Run 1, wiring heat map:
The die is cut into 17 by 17 equal tiles; black is low, pale yellow is high, scaled to the fullest tile. Values are wire area over tile area, all layers added.
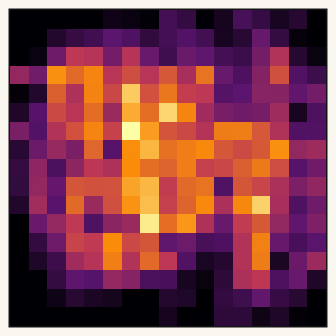
Run 1, clock wires, drivers and flops:
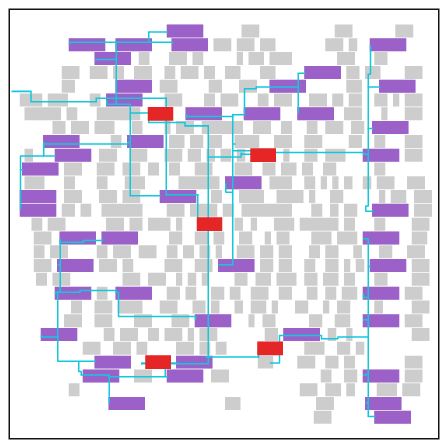
Run 1, gate families picked out:
Scale bar: 20 µm.
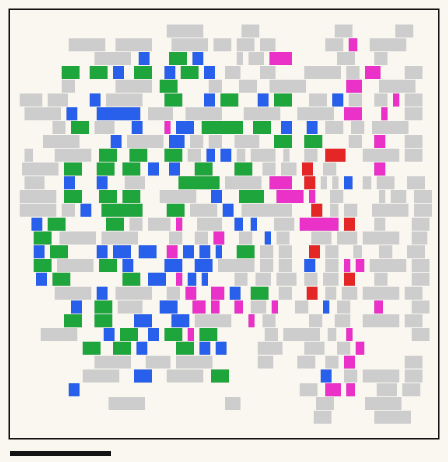
Run 1, placement view:
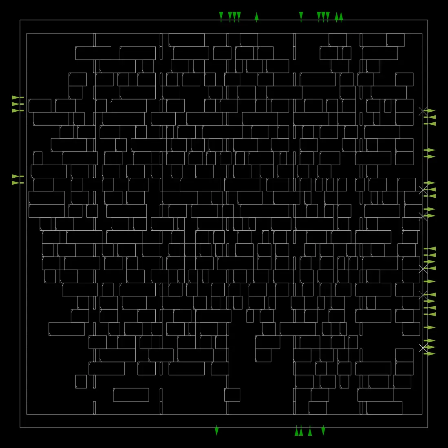
$ cat src/rtl/mesi_plru_cache_ctrl.sv
// mesi_plru_cache_ctrl
//   Per-cache MESI controller with registered processor/snoop responses and a
//   per-set replacement policy. Sits between one L1 tag/state array and the
//   shared snoop bus. Responses appear one cycle after the request is sampled.
//
//   Build option: CACHE_CTRL_TREE_PLRU_EN
//     defined   -> tree pseudo-LRU, ASSOC-1 heap-ordered bits per set
//     undefined -> per-set round-robin pointer advanced on miss fills
module mesi_plru_cache_ctrl #(
  parameter int ASSOC    = 4,
  parameter int NUM_SETS = 16,
  localparam int WAY_W   = $clog2(ASSOC),
  localparam int INDEX_W = $clog2(NUM_SETS)
) (
  input  logic               clk,
  input  logic               rst,
  // processor side
  input  logic               PrRd,
  input  logic               PrWr,
  input  logic [INDEX_W-1:0] Proc_index,
  input  logic               Proc_hit,
  input  logic [WAY_W-1:0]   Proc_way,
  input  logic [1:0]         Current_MESI_state_proc,
  input  logic               Shared,
  // snoop side
  input  logic               BusRd,
  input  logic               BusRdX,
  input  logic               Invalidate,
  input  logic [INDEX_W-1:0] Snoop_index,
  input  logic               Snoop_hit,
  input  logic [WAY_W-1:0]   Snoop_way,
  input  logic [1:0]         Current_MESI_state_snoop,
  // combinational
  output logic [WAY_W-1:0]   LRU_replacement_proc,
  output logic               Proc_stall,
  // registered processor response
  output logic               Proc_rsp_valid,
  output logic [1:0]         Updated_MESI_state_proc,
  output logic [WAY_W-1:0]   Proc_way_out,
  output logic               BusRd_req,
  output logic               BusRdX_req,
  output logic               BusUpgr_req,
  // registered snoop response
  output logic               Snoop_rsp_valid,
  output logic [1:0]         Updated_MESI_state_snoop,
  output logic [WAY_W-1:0]   Snoop_way_out,
  output logic               Flush,
  output logic               Shared_out
);

  localparam logic [1:0] ST_I = 2'b00;
  localparam logic [1:0] ST_S = 2'b01;
  localparam logic [1:0] ST_E = 2'b10;
  localparam logic [1:0] ST_M = 2'b11;

  logic             proc_req;
  logic             proc_hit_v;
  logic             proc_acc;
  logic             snoop_v;
  logic             conflict;
  logic [WAY_W-1:0] victim;
  logic [WAY_W-1:0] proc_tgt;

  logic [1:0]       proc_nxt;
  logic             nxt_rd;
  logic             nxt_rdx;
  logic             nxt_upg;
  logic [1:0]       snoop_nxt;
  logic             nxt_flush;
  logic             nxt_shr;

  // Request qualification; requests seen during reset are ignored
  always_comb begin
    proc_req   = (PrRd | PrWr) & ~rst;
    proc_hit_v = Proc_hit & (Current_MESI_state_proc != ST_I);
    // an I-state hit refills its own way; a true miss takes the victim
    proc_tgt   = Proc_hit ? Proc_way : victim;
    snoop_v    = (BusRd | BusRdX | Invalidate) & Snoop_hit &
                 (Current_MESI_state_snoop != ST_I) & ~rst;
    // snoop owns the line when both touch the same set and way
    conflict   = proc_req & snoop_v & (Proc_index == Snoop_index) &
                 (proc_tgt == Snoop_way);
    proc_acc   = proc_req & ~conflict;
  end

  assign Proc_stall           = conflict;
  assign LRU_replacement_proc = victim;

`ifdef CACHE_CTRL_TREE_PLRU_EN
  // bit 0 of each set is unused; node 1 is the root, children of n are 2n, 2n+1
  logic [NUM_SETS-1:0][ASSOC-1:0] plru_q;
  logic [ASSOC-1:0]               plru_upd;
  logic [WAY_W-1:0]               vic_node;
  logic [WAY_W-1:0]               upd_node;
  logic                           vic_b;
  logic                           upd_b;

  // Victim walk: each node bit picks the child to descend into
  always_comb begin
    victim   = '0;
    vic_node = WAY_W'(1);
    vic_b    = 1'b0;
    for (int l = 0; l < WAY_W; l++) begin
      vic_b                = plru_q[Proc_index][vic_node];
      victim[WAY_W-1-l]    = vic_b;
      vic_node             = vic_node << 1;
      vic_node[0]          = vic_b;
    end
  end

  // Touch: every node on the accessed way's path points away from it
  always_comb begin
    plru_upd = plru_q[Proc_index];
    upd_node = WAY_W'(1);
    upd_b    = 1'b0;
    for (int l = 0; l < WAY_W; l++) begin
      upd_b              = proc_tgt[WAY_W-1-l];
      plru_upd[upd_node] = ~upd_b;
      upd_node           = upd_node << 1;
      upd_node[0]        = upd_b;
    end
  end

  // PLRU state; only accepted processor accesses update it
  always_ff @(posedge clk) begin
    if (rst)
      plru_q <= '0;
    else if (proc_acc)
      plru_q[Proc_index] <= plru_upd;
  end
`else
  logic [NUM_SETS-1:0][WAY_W-1:0] rr_q;

  assign victim = rr_q[Proc_index];

  // Round-robin pointer; moves only when a miss fills the pointed-to way
  always_ff @(posedge clk) begin
    if (rst)
      rr_q <= '0;
    else if (proc_acc && !Proc_hit)
      rr_q[Proc_index] <= rr_q[Proc_index] + 1'b1;
  end
`endif

  // Processor-side MESI next state and bus request selection
  always_comb begin
    proc_nxt = ST_I;
    nxt_rd   = 1'b0;
    nxt_rdx  = 1'b0;
    nxt_upg  = 1'b0;
    if (proc_hit_v) begin
      unique case (Current_MESI_state_proc)
        ST_M:    proc_nxt = ST_M;
        ST_E:    proc_nxt = PrWr ? ST_M : ST_E;
        ST_S: begin
          proc_nxt = PrWr ? ST_M : ST_S;
          nxt_upg  = PrWr;
        end
        default: proc_nxt = ST_I;
      endcase
    end else if (PrWr) begin
      proc_nxt = ST_M;
      nxt_rdx  = 1'b1;
    end else begin
      proc_nxt = Shared ? ST_S : ST_E;
      nxt_rd   = 1'b1;
    end
  end

  // Snoop-side MESI next state; BusRdX > BusRd > Invalidate
  always_comb begin
    snoop_nxt = ST_I;
    nxt_flush = 1'b0;
    nxt_shr   = 1'b0;
    if (BusRdX) begin
      snoop_nxt = ST_I;
      nxt_flush = (Current_MESI_state_snoop == ST_M);
    end else if (BusRd) begin
      snoop_nxt = ST_S;
      nxt_flush = (Current_MESI_state_snoop == ST_M);
      nxt_shr   = 1'b1;
    end else begin
      snoop_nxt = ST_I;
    end
  end

  // Registered processor response; idle cycles drive reset values
  always_ff @(posedge clk) begin
    if (rst) begin
      Proc_rsp_valid          <= 1'b0;
      Updated_MESI_state_proc <= ST_I;
      Proc_way_out            <= '0;
      BusRd_req               <= 1'b0;
      BusRdX_req              <= 1'b0;
      BusUpgr_req             <= 1'b0;
    end else begin
      Proc_rsp_valid          <= proc_acc;
      Updated_MESI_state_proc <= proc_acc ? proc_nxt : ST_I;
      Proc_way_out            <= proc_acc ? proc_tgt : '0;
      BusRd_req               <= proc_acc & nxt_rd;
      BusRdX_req              <= proc_acc & nxt_rdx;
      BusUpgr_req             <= proc_acc & nxt_upg;
    end
  end

  // Registered snoop response
  always_ff @(posedge clk) begin
    if (rst) begin
      Snoop_rsp_valid          <= 1'b0;
      Updated_MESI_state_snoop <= ST_I;
      Snoop_way_out            <= '0;
      Flush                    <= 1'b0;
      Shared_out               <= 1'b0;
    end else begin
      Snoop_rsp_valid          <= snoop_v;
      Updated_MESI_state_snoop <= snoop_v ? snoop_nxt : ST_I;
      Snoop_way_out            <= snoop_v ? Snoop_way : '0;
      Flush                    <= snoop_v & nxt_flush;
      Shared_out               <= snoop_v & nxt_shr;
    end
  end

endmodule

$ cat config.mk
export PLATFORM = sky130hd
export DESIGN_NAME = mesi_plru_cache_ctrl
export DESIGN_NICKNAME = d
export VERILOG_FILES = /design/src/rtl/mesi_plru_cache_ctrl.sv
export SDC_FILE = /design/constraint.sdc
export NUM_CORES = 1
export LEC_CHECK = 0
export ABC_CLOCK_PERIOD_IN_PS = 4500
export CAP_MARGIN = 20
export CELL_PAD_IN_SITES_DETAIL_PLACEMENT = 1
export CELL_PAD_IN_SITES_GLOBAL_PLACEMENT = 1
export CORE_UTILIZATION = 36
export CTS_CLUSTER_SIZE = 28
export DETAILED_ROUTE_END_ITERATION = 7
export PLACE_DENSITY = 0.76
export REMOVE_ABC_BUFFERS = 1
export SYNTH_ARGS = -nofsm -noshare
export SYNTH_HDL_FRONTEND = slang
export SYNTH_SLANG_ARGS = --single-unit
$ cat constraint.sdc
create_clock -name clk -period 4.5 [get_ports clk]
set_input_delay 1.35 -clock clk [delete_from_list [all_inputs] [get_ports clk]]
set_output_delay 1.35 -clock clk [all_outputs]
set_load 0.01 [all_outputs]
==> ci_impl_report.md, run 1 <==
## PnR job results

| Metric | Value |
|---|---|
| Run status | complete, but fails checks |
| Violations in the final reports | design-rule violations, negative setup slack |
| Internal Pwr Total | 641 µW |
| Simple-gate area share of the yosys netlist | 0.268 |
| Logic depth of the worst path, buffers included | 8 |
| Number of ordinary inverters in the final layout | 5 |
| Worst path slowest cell | sky130_fd_sc_hd__mux4_2 |
| Register share after synthesis | 0.377 |
| Met3 demand-to-capacity share in global routing | 0.0374 |
| Power attributed to combinational cells | 160 µW |
| Area Growth Syn to Fin | 39.0% |
| CP Launch Point | Proc_index[1] |
| Share of flip-flops with an asynchronous set or reset after synthesis | 0 |
| Switching component of the power | 220 µW |
| CP Capture Type | output port |
| Met2 usage | 0.363 |
| Fraction of area in clock buffers and inverters | 0.0310 |
| Via count of the first global-routing pass | 2,179 |
| Number of distinct library cells after synthesis | 46 |
| Top sig layer | met4 |
| PortBufs | 42 |
| Top power consumer group | sequential cells |
| Minimum hold slack | 0.484 ns |
| Top cell area share | 0.377 |
| Worst R2R Setup Slack | 1.69 ns |
| Final Worst Setup Slack | -0.0739 ns |
| H-tree levels | 2 |
| Count of TritonRoute iterations in the first routing pass | 8 |
| Num Clock Sinks | 46 |
| Total area of multi-input combinational cells | 1470 µm² |
| Nets | 349 |
| Clock tree from TritonCTS | done |
| Share of layout cells above drive strength 1 | 0.269 |
| Arrival @ worst endpoint | 3.22 ns |
| DRC violation total after the first TritonRoute iteration | 53 |
| Die X-Extent | 84.4 µm |
| Die Height | 84.4 µm |
| Number of inserted filler cells in the final layout | 743 |
| Setup violation total in the final timing report | 1 |
| Clock buffer count in the final layout | 7 |
| Sum of overflow across all layers after global routing | 0 |
| MI comb cells | 178 |
| Area share of and-or/or-and cells after synthesis | 0.0609 |
| Kind of cell adding the most delay to the critical path | multiplexers |
| Area reported by Yosys stat | 2440 µm² |
| Post-CTS Repair Setup Buffers | 3 |
| Min-delay src | rr_q[29] |
| Share of total power consumed by net switching | 0.256 |
| Detailed Place HPWL | 4910 µm |
| Sequential group power | 417 µW |
| Transition at the pin with the smallest max-transition slack | 0.611 ns |
| Register containing the most flip-flops in the final layout | rr_q |
| Leakage | 1.52 nW |
| Root buffer selected by CTS | sky130_fd_sc_hd__clkbuf_8 |
| Flops & latches, synth | 46 |
| Top cell types by occurrence after synthesis | sky130_fd_sc_hd__dfxtp_1 (46), sky130_fd_sc_hd__mux2i_1 (46), sky130_fd_sc_hd__nand2b_1 (35), sky130_fd_sc_hd__nor2_1 (11), sky130_fd_sc_hd__clkbuf_1 (10) |
| First-pass GRT wire length | 10,600 µm |
| Top Ports | 44 |
| # placed instances | 389 |
| End point of the most critical hold path | rr_q[29] |
| Buffer levels on the longest clock path | 2 |
| Worst reg2reg path endpoint | rr_q[15] |
| Post-detailed-route count of antenna-violating nets | 0 |
| Number of remaining DRC errors | 6 |
| M1 GR Usage | 0.217 |
| Crit Path Category | input port to output port |
| M1 wire length | 2870 µm |
| Total Die Area | 7120 µm² |
| Maximum net fanout on the critical path | 8 |
| Worst voltage drop across the vdd grid | 0.000117 V |
| Main logic family after synthesis | simple AND/OR/NAND/NOR gates |
| Total Neg Setup Slack | -0.0739 ns |
| Final tally of max-slew violations | 0 |
About 'wiring heat map':
The mean over all tiles is 0.14. 29% of the tiles are over half the peak. The densest ninth of the die: centre. The fullest tile reaches 0.42. The emptiest ninth of the die: lower left. 13% of the tiles are nearly empty.
overall via count from detail_route: 2,093
routed wire length: 6670 µm
routed wirelength normalized by instance count: 16.6 µm
GR Util All Layers: 0.192

About 'clock wires, drivers and flops':
Cyan shows clock wires, length 596 µm. Red shows clock-net drivers, count 5. Purple shows flip-flops, count 46.
Position of the flops: all over the die.
insertion delay of the later-clocked pin in the worst-skew pair: 0.31 ns
total clock network power: 284 µW
Max Clock Skew: 0.0158 ns
clock group share of total power: 0.330

About 'gate families picked out':
Green shows mux cells, cells 49, most used mux2i_1. Red shows and/or cells, cells 8, most used or2_2. Magenta shows nor cells, cells 34, most used nor2_1. Blue shows nand cells, cells 61, most used nand2b_1.
multi-input gate share of total cell area: 0.431
most frequently placed logic cell in the final layout: sky130_fd_sc_hd__dfxtp_1

About 'placement view':
register fraction of the total cell area: 0.271
number of core rows: 29
total number of sequential cells: 46

==> inputs of run 2 (changes only) <==
--- a/config.mk
+++ b/config.mk
@@ -5,14 +5,13 @@
 export SDC_FILE = /design/constraint.sdc
 export NUM_CORES = 1
 export LEC_CHECK = 0
-export ABC_CLOCK_PERIOD_IN_PS = 4500
 export CAP_MARGIN = 20
 export CELL_PAD_IN_SITES_DETAIL_PLACEMENT = 1
 export CELL_PAD_IN_SITES_GLOBAL_PLACEMENT = 1
 export CORE_UTILIZATION = 36
 export CTS_CLUSTER_SIZE = 28
 export DETAILED_ROUTE_END_ITERATION = 7
-export PLACE_DENSITY = 0.76
+export PLACE_DENSITY = 0.87
 export REMOVE_ABC_BUFFERS = 1
 export SYNTH_ARGS = -nofsm -noshare
 export SYNTH_HDL_FRONTEND = slang
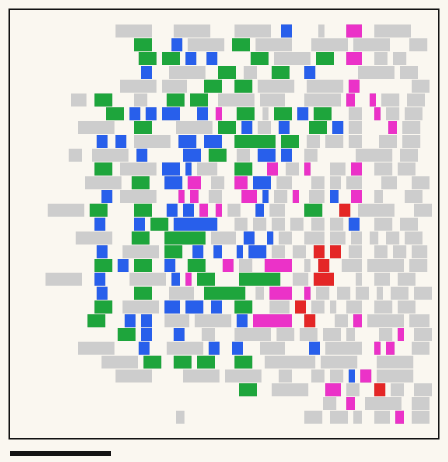
Run 2: gate families picked out
Scale bar: 20 µm.
Blue shows nand cells, cells 61, most used nand2b_1. Magenta shows nor cells, cells 34, most used nor2_1. Green shows mux cells, cells 49, most used mux2i_1. Red shows and/or cells, cells 8, most used or2_2, where middle right.
multi-input gate share of total cell area: 0.440
final standard cell count with taps included and fillers excluded: 396

==> ci_impl_report.md, run 2 <==
## PnR job results

| Metric | Value |
|---|---|
| Run status | complete, but fails checks |
| Violations in the final reports | design-rule violations, negative setup slack |
| Num Clock Sinks | 46 (unchanged) |
| Synthesized area divided by synthesized cell count | 9.85 µm² |
| Top sig layer | met4 |
| Kind of cell adding the most delay to the critical path | multiplexers |
| DRC violation total after the first TritonRoute iteration | 83 (+57%) |
| Total number of sequential cells | 46 (unchanged) |
| CP Capture Type | output port |
| Nets | 344 (-1.4%) |
| Worst voltage drop across the vdd grid | 0.000114 V (-2.9%) |
| Main logic family after synthesis | simple AND/OR/NAND/NOR gates |
| Sum of overflow across all layers after global routing | 0 (unchanged) |
| Total number of yosys warnings | 0 |
| MI comb cells | 178 (unchanged) |
| Overall power | 837 µW |
| Wire length on met2 | 3580 µm |
| Count of TritonRoute iterations in the first routing pass | 7 (-1) |
| Antenna violations before repair | 0 |
| Post-CTS Repair Setup Buffers | 3 (unchanged) |
| Arrival @ worst endpoint | 3.17 ns (-0.05 ns) |
| Switching component of the power | 217 µW (-1.4%) |
| Buffer levels on the longest clock path | 2 (unchanged) |
| Placeable core region | 6460 µm² |
| Met3 demand-to-capacity share in global routing | 0.0393 (+0.00197) |
| Overall via count from detail_route | 2,132 (+1.9%) |
| H-tree levels | 2 (unchanged) |
| Area taken by flip-flops and latches | 921 µm² |
| Transition at the pin with the smallest max-transition slack | 0.709 ns (+0.0977 ns) |
| CP Launch Point | Proc_index[1] |
| Power density over the cells | 253 nW/µm² |
| N_diodes | 0 |
| Logic depth of the worst path, buffers included | 8 (unchanged) |
| M1 wire length | 3050 µm (+6.2%) |
| Final core utilization | 0.513 |
| Final Cycle Share | 1.01 |
| Tapcells inserted | 77 |
| Routed wirelength normalized by instance count | 17.7 µm (+6.6%) |
| Die Height | 84.4 µm (unchanged) |
| Layout Cell Area excl Fill | 3310 µm² |
| Setup repair after global routing missed its margin | true |
| Launch point of the worst reg-to-reg path | rr_q[18] |
| TritonCTS buffer count | 5 |
| Slew margin rel. | 0.524 |
| Maximum net fanout on the critical path | 7 (-1) |
| Insertion delay of the later-clocked pin in the worst-skew pair | 0.30 ns (about the same) |
| Clock group share of total power | 0.315 (-0.015) |
| Share of flip-flops with an asynchronous set or reset after synthesis | 0 (unchanged) |
| Nonclk buf count | 82 |
| M1 GR Usage | 0.243 (+0.0261) |
| GR Util All Layers | 0.202 (+0.0102) |
| Clock period minus final worst setup slack | 4.52 ns |
| Tally of OpenROAD warnings | 27 |
| Minimum hold slack | 0.477 ns (-0.00675 ns) |
| Min-delay src | rr_q[27] |
| Register fraction of the total cell area | 0.278 (+0.00676) |
| Share of total power consumed by net switching | 0.260 (+0.00382) |
| Crit Path Category | input port to output port |
| # placed instances | 383 (-1.5%) |
| Total cell area at the placement stage | 3110 µm² |
| Area Growth Syn to Fin | 35.6% |
| GRT Max-Usage Layer | met2 |
| Register share after synthesis | 0.377 (unchanged) |
| Setup crit start kind | input port |
| Largest area class, layout | logic gates |
| Clock transition time at the flip-flop clock pins of the worst setup and hold paths | 0.08 ns |
| Hold path cells | 2 |
| Routability congestion estimate | 0.808 |
| Final Hold Violating Endpoints | 0 |
| Post-detailed-route count of antenna-violating nets | 0 (unchanged) |
| Instance count of the mapped netlist | 248 |
| Internal Pwr Total | 620 µW (-3.3%) |
| Root buffer selected by CTS | sky130_fd_sc_hd__clkbuf_8 |
| Number of distinct library cells after synthesis | 46 (unchanged) |
| Total Neg Setup Slack | -0.0244 ns (+0.0495 ns) |
| Flops & latches, synth | 46 (unchanged) |
| Most frequently used flop master after synthesis | sky130_fd_sc_hd__dfxtp_1 |
| Area reported by Yosys stat | 2440 µm² (unchanged) |
| Clock buffer count in the final layout | 7 (unchanged) |
| Register containing the most flip-flops in the final layout | rr_q |
| Worst path slowest cell | sky130_fd_sc_hd__mux4_2 |
| Max-cap check violation count | 0 |
| Vias/cell | 5.38 |
| Cell area after synthesis | 2440 µm² |
| Total area of multi-input combinational cells | 1460 µm² (-0.60%) |
| Final Worst Setup Slack | -0.0244 ns (+0.0495 ns) |
| Total clock network power | 264 µW (-7.0%) |
| Top cell types by occurrence after synthesis | sky130_fd_sc_hd__dfxtp_1 (46), sky130_fd_sc_hd__mux2i_1 (46), sky130_fd_sc_hd__nand2b_1 (35), sky130_fd_sc_hd__nor2_1 (11), sky130_fd_sc_hd__clkbuf_1 (10) |
| Dominant logic cell types in the final layout | sky130_fd_sc_hd__dfxtp_1 (46), sky130_fd_sc_hd__mux2i_1 (45), sky130_fd_sc_hd__buf_4 (40) |
| First-pass GRT wire length | 11,300 µm (+6.1%) |
| PortBufs | 42 (unchanged) |
| Die X-Extent | 84.4 µm (unchanged) |
| Yosys cell count | 248 |
| CP endpoint | Proc_stall |
| Pin count of the biggest net entering global routing | 17 |
| Fraction of area in clock buffers and inverters | 0.0276 (-0.00338) |
| Max Clock Skew | 0.00516 ns (-0.0107 ns) |
| Clock tree from TritonCTS | done |
| Number of remaining DRC errors | 9 (+3) |
| Top power consumer group | sequential cells |
| Yosys adder share | 0 |
| Data required time at the worst endpoint | 3.15 ns |
| Power attributed to combinational cells | 156 µW (-3%) |
| Final tally of max-slew violations | 0 (unchanged) |
| End point of the most critical hold path | rr_q[27] |
| Number of core rows | 29 (unchanged) |
| Total Die Area | 7120 µm² (unchanged) |
| Max reg flops | 32 |
| Portion of total power attributed to combinational logic | 0.186 |
| Share of layout cells above drive strength 1 | 0.245 (-0.0240) |
| Number of ordinary inverters in the final layout | 5 (unchanged) |
| Detailed Place HPWL | 5270 µm (+7.3%) |
| Met2 usage | 0.363 (unchanged) |
| Worst R2R Setup Slack | 1.78 ns (+0.09 ns) |
| Most frequently placed logic cell in the final layout | sky130_fd_sc_hd__dfxtp_1 |
| F_max | 0.221 GHz |
| Part of the total power dissipated in sequential elements | 0.499 |
| Pre-CTS WS | -1.11 ns |
| Sequential group power | 418 µW (about the same) |
| Worst reg2reg path endpoint | rr_q[24] |
| Top cell area share | 0.377 (unchanged) |
| Routed wire length | 7020 µm (+5.3%) |
| Setup violation total in the final timing report | 1 (unchanged) |
| Area share of and-or/or-and cells after synthesis | 0.0609 (unchanged) |
| Via count of the first global-routing pass | 2,270 (+4.2%) |
| Simple-gate area share of the yosys netlist | 0.268 (unchanged) |
| R2R depth | 9 |
| Count of flip-flops with a built-in enable after synthesis | 0 |
| Leakage | 1.47 nW (-3.2%) |
| Min-delay worst type | register to register |
| Top Ports | 44 (unchanged) |
| Number of inserted filler cells in the final layout | 728 (-2.0%) |
==> inputs of run 3 (changes only) <==
--- a/config.mk
+++ b/config.mk
@@ -5,7 +5,6 @@
 export SDC_FILE = /design/constraint.sdc
 export NUM_CORES = 1
 export LEC_CHECK = 0
-export CAP_MARGIN = 20
 export CELL_PAD_IN_SITES_DETAIL_PLACEMENT = 1
 export CELL_PAD_IN_SITES_GLOBAL_PLACEMENT = 1
 export CORE_UTILIZATION = 36
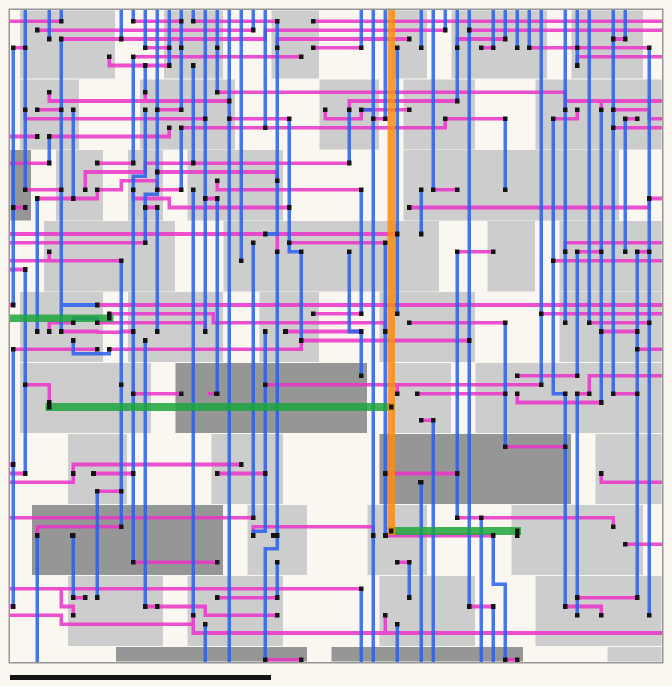
Run 3: layout detail
Scale bar: 10 µm. Region (30, 13) to (55, 38) µm. Cells in grey, sequential cells in the stronger grey; small squares are vias.
Blue shows M2. Orange shows M4. Green shows M3. Magenta shows M1.
Netlist names of flops here include rr_q (3). Most frequent: mux2i_1 (7), nand2b_1 (5). 39 logic cells have their middle in the window. Sequential cells in the window: 3.

==> ci_impl_report.md, run 3 <==
## PnR job results

| Metric | Value |
|---|---|
| Overall via count from detail_route | 2,132 (unchanged) |
| Internal Pwr Total | 620 µW (unchanged) |
| M1 GR Usage | 0.243 (unchanged) |
| Multi-input gate share of total cell area | 0.440 (unchanged) |
| Clock period minus final worst setup slack | 4.52 ns (unchanged) |
| PortBufs | 42 (unchanged) |
| MI comb cells | 178 (unchanged) |
| Hold path cells | 2 (unchanged) |
| Final Cycle Share | 1.01 (unchanged) |
| Register share after synthesis | 0.377 (unchanged) |
| Total Neg Setup Slack | -0.0244 ns (unchanged) |
| Worst R2R Setup Slack | 1.78 ns (about the same) |
| Final tally of max-slew violations | 0 (unchanged) |
| CP endpoint | Proc_stall |
| Maximum net fanout on the critical path | 7 (unchanged) |
| M1 wire length | 3050 µm (unchanged) |
| Launch point of the worst reg-to-reg path | rr_q[18] |
| Max-cap check violation count | 0 (unchanged) |
| Main logic family after synthesis | simple AND/OR/NAND/NOR gates |
| Setup violation total in the final timing report | 1 (unchanged) |
| Clock transition time at the flip-flop clock pins of the worst setup and hold paths | 0.08 ns (about the same) |
| Transition at the pin with the smallest max-transition slack | 0.709 ns (unchanged) |
| Top sig layer | met4 |
| Number of ordinary inverters in the final layout | 5 (unchanged) |
| First-pass GRT wire length | 11,300 µm (unchanged) |
| H-tree levels | 2 (unchanged) |
| Num Clock Sinks | 46 (unchanged) |
| Largest area class, layout | logic gates |
| Number of core rows | 29 (unchanged) |
| Power density over the cells | 253 nW/µm² (unchanged) |
| Worst voltage drop across the vdd grid | 0.000114 V (unchanged) |
| Overall power | 837 µW (unchanged) |
| Minimum hold slack | 0.477 ns (unchanged) |
| Tapcells inserted | 77 (unchanged) |
| Violations in the final reports | design-rule violations, negative setup slack |
| Buffer levels on the longest clock path | 2 (unchanged) |
| End point of the most critical hold path | rr_q[27] |
| Min-delay worst type | register to register |
| Dominant logic cell types in the final layout | sky130_fd_sc_hd__dfxtp_1 (46), sky130_fd_sc_hd__mux2i_1 (45), sky130_fd_sc_hd__buf_4 (40) |
| Detailed Place HPWL | 5270 µm (unchanged) |
| Sequential group power | 418 µW (about the same) |
| Arrival @ worst endpoint | 3.17 ns (about the same) |
| Max reg flops | 32 (unchanged) |
| Final core utilization | 0.513 (unchanged) |
| Area Growth Syn to Fin | 35.6% (unchanged) |
| Final Worst Setup Slack | -0.0244 ns (unchanged) |
| Share of total power consumed by net switching | 0.260 (unchanged) |
| Total number of yosys warnings | 0 (unchanged) |
| Portion of total power attributed to combinational logic | 0.186 (about the same) |
| Area share of and-or/or-and cells after synthesis | 0.0609 (unchanged) |
| Setup repair after global routing missed its margin | true |
| Count of TritonRoute iterations in the first routing pass | 7 (unchanged) |
| TritonCTS buffer count | 5 (unchanged) |
| Number of remaining DRC errors | 9 (unchanged) |
| Total cell area at the placement stage | 3110 µm² (unchanged) |
| Insertion delay of the later-clocked pin in the worst-skew pair | 0.30 ns (about the same) |
| # placed instances | 383 (unchanged) |
| Kind of cell adding the most delay to the critical path | multiplexers |
| Run status | complete, but fails checks |
| CP Launch Point | Proc_index[1] |
| DRC violation total after the first TritonRoute iteration | 83 (unchanged) |
| R2R depth | 9 (unchanged) |
| Number of inserted filler cells in the final layout | 728 (unchanged) |
| Wire length on met2 | 3580 µm (unchanged) |
| Total area of multi-input combinational cells | 1460 µm² (unchanged) |
| Via count of the first global-routing pass | 2,270 (unchanged) |
| Pin count of the biggest net entering global routing | 17 (unchanged) |
| Synthesized area divided by synthesized cell count | 9.85 µm² (unchanged) |
| Top Ports | 44 (unchanged) |
| Die X-Extent | 84.4 µm (unchanged) |
| Part of the total power dissipated in sequential elements | 0.499 (about the same) |
| Worst reg2reg path endpoint | rr_q[24] |
| Nets | 344 (unchanged) |
Power is estimated from default activity; no workload was simulated.
